Figure 1. Register map, names as in the netlist.
Other sequential cells in the stronger grey, the rest of the logic in the fainter grey.
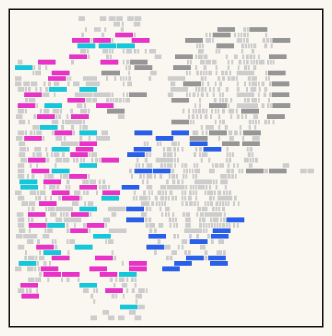
Figure 2. Zoomed window.
Window x 104 to 129, y 27 to 52 microns. Cells in grey, sequential cells in the stronger grey; small squares are vias.
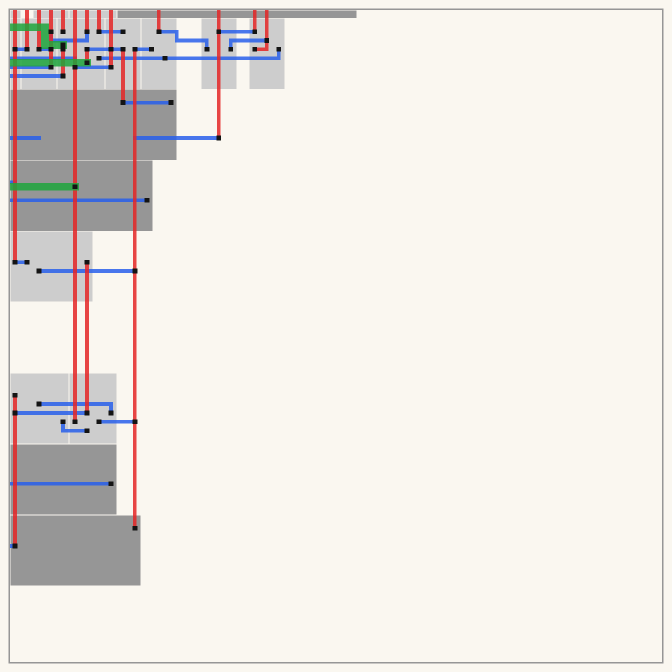
==> config.mk <==
export PLATFORM = sky130hd
export DESIGN_NAME = servo_cmd_scheduler
export DESIGN_NICKNAME = d
export VERILOG_FILES = /design/src/rtl/servo_cmd_scheduler.sv
export SDC_FILE = /design/constraint.sdc
export NUM_CORES = 1
export LEC_CHECK = 0
export ABC_AREA = 1
export CAP_MARGIN = 30
export CORE_AREA = 2 2 154 156
export CTS_CLUSTER_SIZE = 28
export DETAILED_ROUTE_END_ITERATION = 6
export DIE_AREA = 0 0 156 158
export PLACE_DENSITY = 0.58
export REMOVE_ABC_BUFFERS = 1
export SLEW_MARGIN = 20
export SYNTH_ARGS = -nofsm -noshare
export SYNTH_HDL_FRONTEND = slang
export SYNTH_SLANG_ARGS = --single-unit
export TNS_END_PERCENT = 20
==> constraint.sdc <==
create_clock -name clk -period 2.55 [get_ports clk]
set_input_delay 0.51 -clock clk [delete_from_list [all_inputs] [get_ports clk]]
set_output_delay 0.51 -clock clk [all_outputs]
set_load 0.005 [all_outputs]
==> src/rtl/servo_cmd_scheduler.sv <==
// Servo command scheduler: two one-deep command slots with round-robin grant,
// go/complete handshake with the UART sender, post-command gap and timeout.
`timescale 1ns/1ps
module servo_cmd_scheduler #(
    parameter int GAP_CYCLES     = 2500000,
    parameter int TIMEOUT_CYCLES = 5000000
) (
    input  logic        clk,
    input  logic        rst,
    input  logic        ch0_valid,
    input  logic [23:0] ch0_cmd,
    input  logic        ch1_valid,
    input  logic [23:0] ch1_cmd,
    output logic [11:0] sc_angle,
    output logic [3:0]  sc_id,
    output logic [3:0]  sc_seconds,
    output logic [3:0]  sc_hundreds_ms,
    output logic        sc_go,
    input  logic        sc_complete,
    output logic [1:0]  pending,
    output logic [1:0]  overwrite,
    output logic        busy,
    output logic        timeout_err
);

    typedef enum logic [2:0] {
        S_IDLE,
        S_ISSUE,
        S_WAIT_LOW,
        S_WAIT_HIGH,
        S_GAP
    } state_t;

    localparam int GW = $clog2(GAP_CYCLES + 2);
    localparam int TW = $clog2(TIMEOUT_CYCLES + 2);
    localparam int GAP_LAST_I = (GAP_CYCLES > 0) ? GAP_CYCLES - 1 : 0;
    localparam int TO_LAST_I = (TIMEOUT_CYCLES > 2) ? TIMEOUT_CYCLES - 2 : 0;
    localparam logic [GW-1:0] GAP_LAST = GW'(GAP_LAST_I);
    localparam logic [TW-1:0] TO_LAST = TW'(TO_LAST_I);

    state_t           state_q, state_d;
    logic [1:0][23:0] slot_q, slot_d;
    logic [1:0]       pend_q, pend_d;
    logic [1:0]       ovw_q, ovw_d;
    logic             last_q, last_d;
    logic [23:0]      sc_q, sc_d;
    logic [GW-1:0]    gap_q, gap_d;
    logic [TW-1:0]    tmo_q, tmo_d;
    logic             err_q, err_d;

    logic [1:0]       valid;
    logic [1:0][23:0] cmd;
    logic             grant;
    logic             gch;
    logic [1:0]       gnt_vec;

    assign valid = {ch1_valid, ch0_valid};
    assign cmd   = {ch1_cmd, ch0_cmd};

    always_comb begin
        state_d = state_q;
        slot_d  = slot_q;
        pend_d  = pend_q;
        ovw_d   = '0;
        last_d  = last_q;
        sc_d    = sc_q;
        gap_d   = gap_q;
        tmo_d   = tmo_q;
        err_d   = err_q;
        grant   = 1'b0;
        // On a tie the channel that was not granted last wins
        gch     = (pend_q == 2'b11) ? ~last_q : pend_q[1];

        unique case (state_q)
            S_IDLE: begin
                if (|pend_q) begin
                    grant   = 1'b1;
                    sc_d    = slot_q[gch];
                    last_d  = gch;
                    state_d = S_ISSUE;
                end
            end
            S_ISSUE: begin
                tmo_d   = '0;
                state_d = S_WAIT_LOW;
            end
            S_WAIT_LOW, S_WAIT_HIGH: begin
                // Limit counts the go cycle too, so the flag rises
                // exactly TIMEOUT_CYCLES cycles after sc_go
                if (tmo_q >= TO_LAST) begin
                    err_d   = 1'b1;
                    gap_d   = '0;
                    state_d = S_GAP;
                end else begin
                    tmo_d = tmo_q + TW'(1);
                    if (state_q == S_WAIT_LOW && !sc_complete) begin
                        state_d = S_WAIT_HIGH;
                    end else if (state_q == S_WAIT_HIGH && sc_complete) begin
                        gap_d   = '0;
                        state_d = S_GAP;
                    end
                end
            end
            S_GAP: begin
                if (gap_q >= GAP_LAST) begin
                    state_d = S_IDLE;
                end else begin
                    gap_d = gap_q + GW'(1);
                end
            end
            default: state_d = S_IDLE;
        endcase

        gnt_vec = {grant & gch, grant & ~gch};
        for (int n = 0; n < 2; n++) begin
            if (valid[n]) begin
                slot_d[n] = cmd[n];
                pend_d[n] = 1'b1;
                ovw_d[n]  = pend_q[n] & ~gnt_vec[n];
            end else if (gnt_vec[n]) begin
                pend_d[n] = 1'b0;
            end
        end
    end

    always_ff @(posedge clk or negedge rst) begin
        if (!rst) begin
            state_q <= S_IDLE;
            slot_q  <= '0;
            pend_q  <= '0;
            ovw_q   <= '0;
            last_q  <= 1'b1;
            sc_q    <= '0;
            gap_q   <= '0;
            tmo_q   <= '0;
            err_q   <= 1'b0;
        end else begin
            state_q <= state_d;
            slot_q  <= slot_d;
            pend_q  <= pend_d;
            ovw_q   <= ovw_d;
            last_q  <= last_d;
            sc_q    <= sc_d;
            gap_q   <= gap_d;
            tmo_q   <= tmo_d;
            err_q   <= err_d;
        end
    end

    assign sc_id          = sc_q[23:20];
    assign sc_seconds     = sc_q[19:16];
    assign sc_hundreds_ms = sc_q[15:12];
    assign sc_angle       = sc_q[11:0];
    assign sc_go          = (state_q == S_ISSUE);
    assign busy           = (state_q != S_IDLE);
    assign pending        = pend_q;
    assign overwrite      = ovw_q;
    assign timeout_err    = err_q;

endmodule

==> ci_impl_report.md <==
## Synthesis and layout report

| Metric | Value |
|---|---|
| Status | `finished, final reports clean` |
| Gpl congestion | `a little over 0.8` |
| Routed WL per cell | `between 10 and 15 microns` |
| Tightest Pin Transition | `~0.6 ns` |
| DR DRC count | `0` |
| Cts hold-fix bufs | `0` |
| Buffers excl. clock | `~95` |
| R2R setup slack | `about 0.30 ns` |
| CTS tree | `built` |
| Slew Viols, Final | `0` |
| Maximum clock rate | `~430 MHz` |
| Sw power | `~2.4 mW` |
| Asr flop ratio synth | `1.000` |
| Drt via density | `approximately 4.6` |
| Yosys stat chip area | `between 6000 and 7000 sq um` |
| Well Taps | `290` |
| Largest register FFs | `48` |
| Diode count | `0` |
| Fraction of final layout cells sized beyond drive strength 1 | `0.06570` |
| Final hold slack | `roughly 0.073 ns` |
| Mapped Cells | `about 800` |
| Leak Pwr | `3.681 nW` |
| Clock Skews | `about 0.014 ns` |
| Clk slew on worst S/H paths | `approximately 0.06 ns` |
| Peak supply drop | `427.2 uV` |
| # nets final | `about 940` |
| CTS buffer count | `17` |
| Critical path depth | `3` |
| OpenROAD warnings | `26` |
| Largest Register | `slot_q` |
| Comb group | `2.10 mW` |
| CP Buf/Inv Count | `2` |
| Adders+Majority by Area | `0.005902` |
| Unrepaired setup endpoints after global routing | `no` |
| Slowest cell on crit path | `clkdlybuf4s50_1` |
| List of most frequent post-synthesis cells | `nand2_1, dfrtp_1, inv_1` |
| Slew headroom | `0.6016` |
| WS Path Type | `reg -> out` |
| Top FF cell, synth | `dfrtp_1` |
| Clk_lat worst skew | `approximately 0.42 ns` |
| Fin. Hold Viols | `0` |
| Post-CTS setup buffer count | `0` |
| First-pass GRT wire length | `around 28,000 microns` |
| Metal2 WL | `roughly 7300 microns` |
## Picture notes: Figure 1
sc_q: drawn in cyan, placed flops 24. slot_q: drawn in magenta, placed flops 48, where a vertical strip on the left. tmo_q: drawn in blue, placed flops 23.
Another 31 sequential cells are not coloured.
Seq area share: 0.3909
Seq. pwr: 2.57 mW
Core Util, Final: 0.3500
register area: 3154 sq um

## Picture notes: Figure 2
M1: drawn in blue. M2: drawn in red. M3: drawn in green.
Most frequent: dfrtp_1 (3), nor2_1 (2), nand2_1 (2). Sequential cells in the window: 3. Netlist names of flops here include tmo_q (3). 12 logic cells have their middle in the window.

Power is estimated from default activity; no workload was simulated.
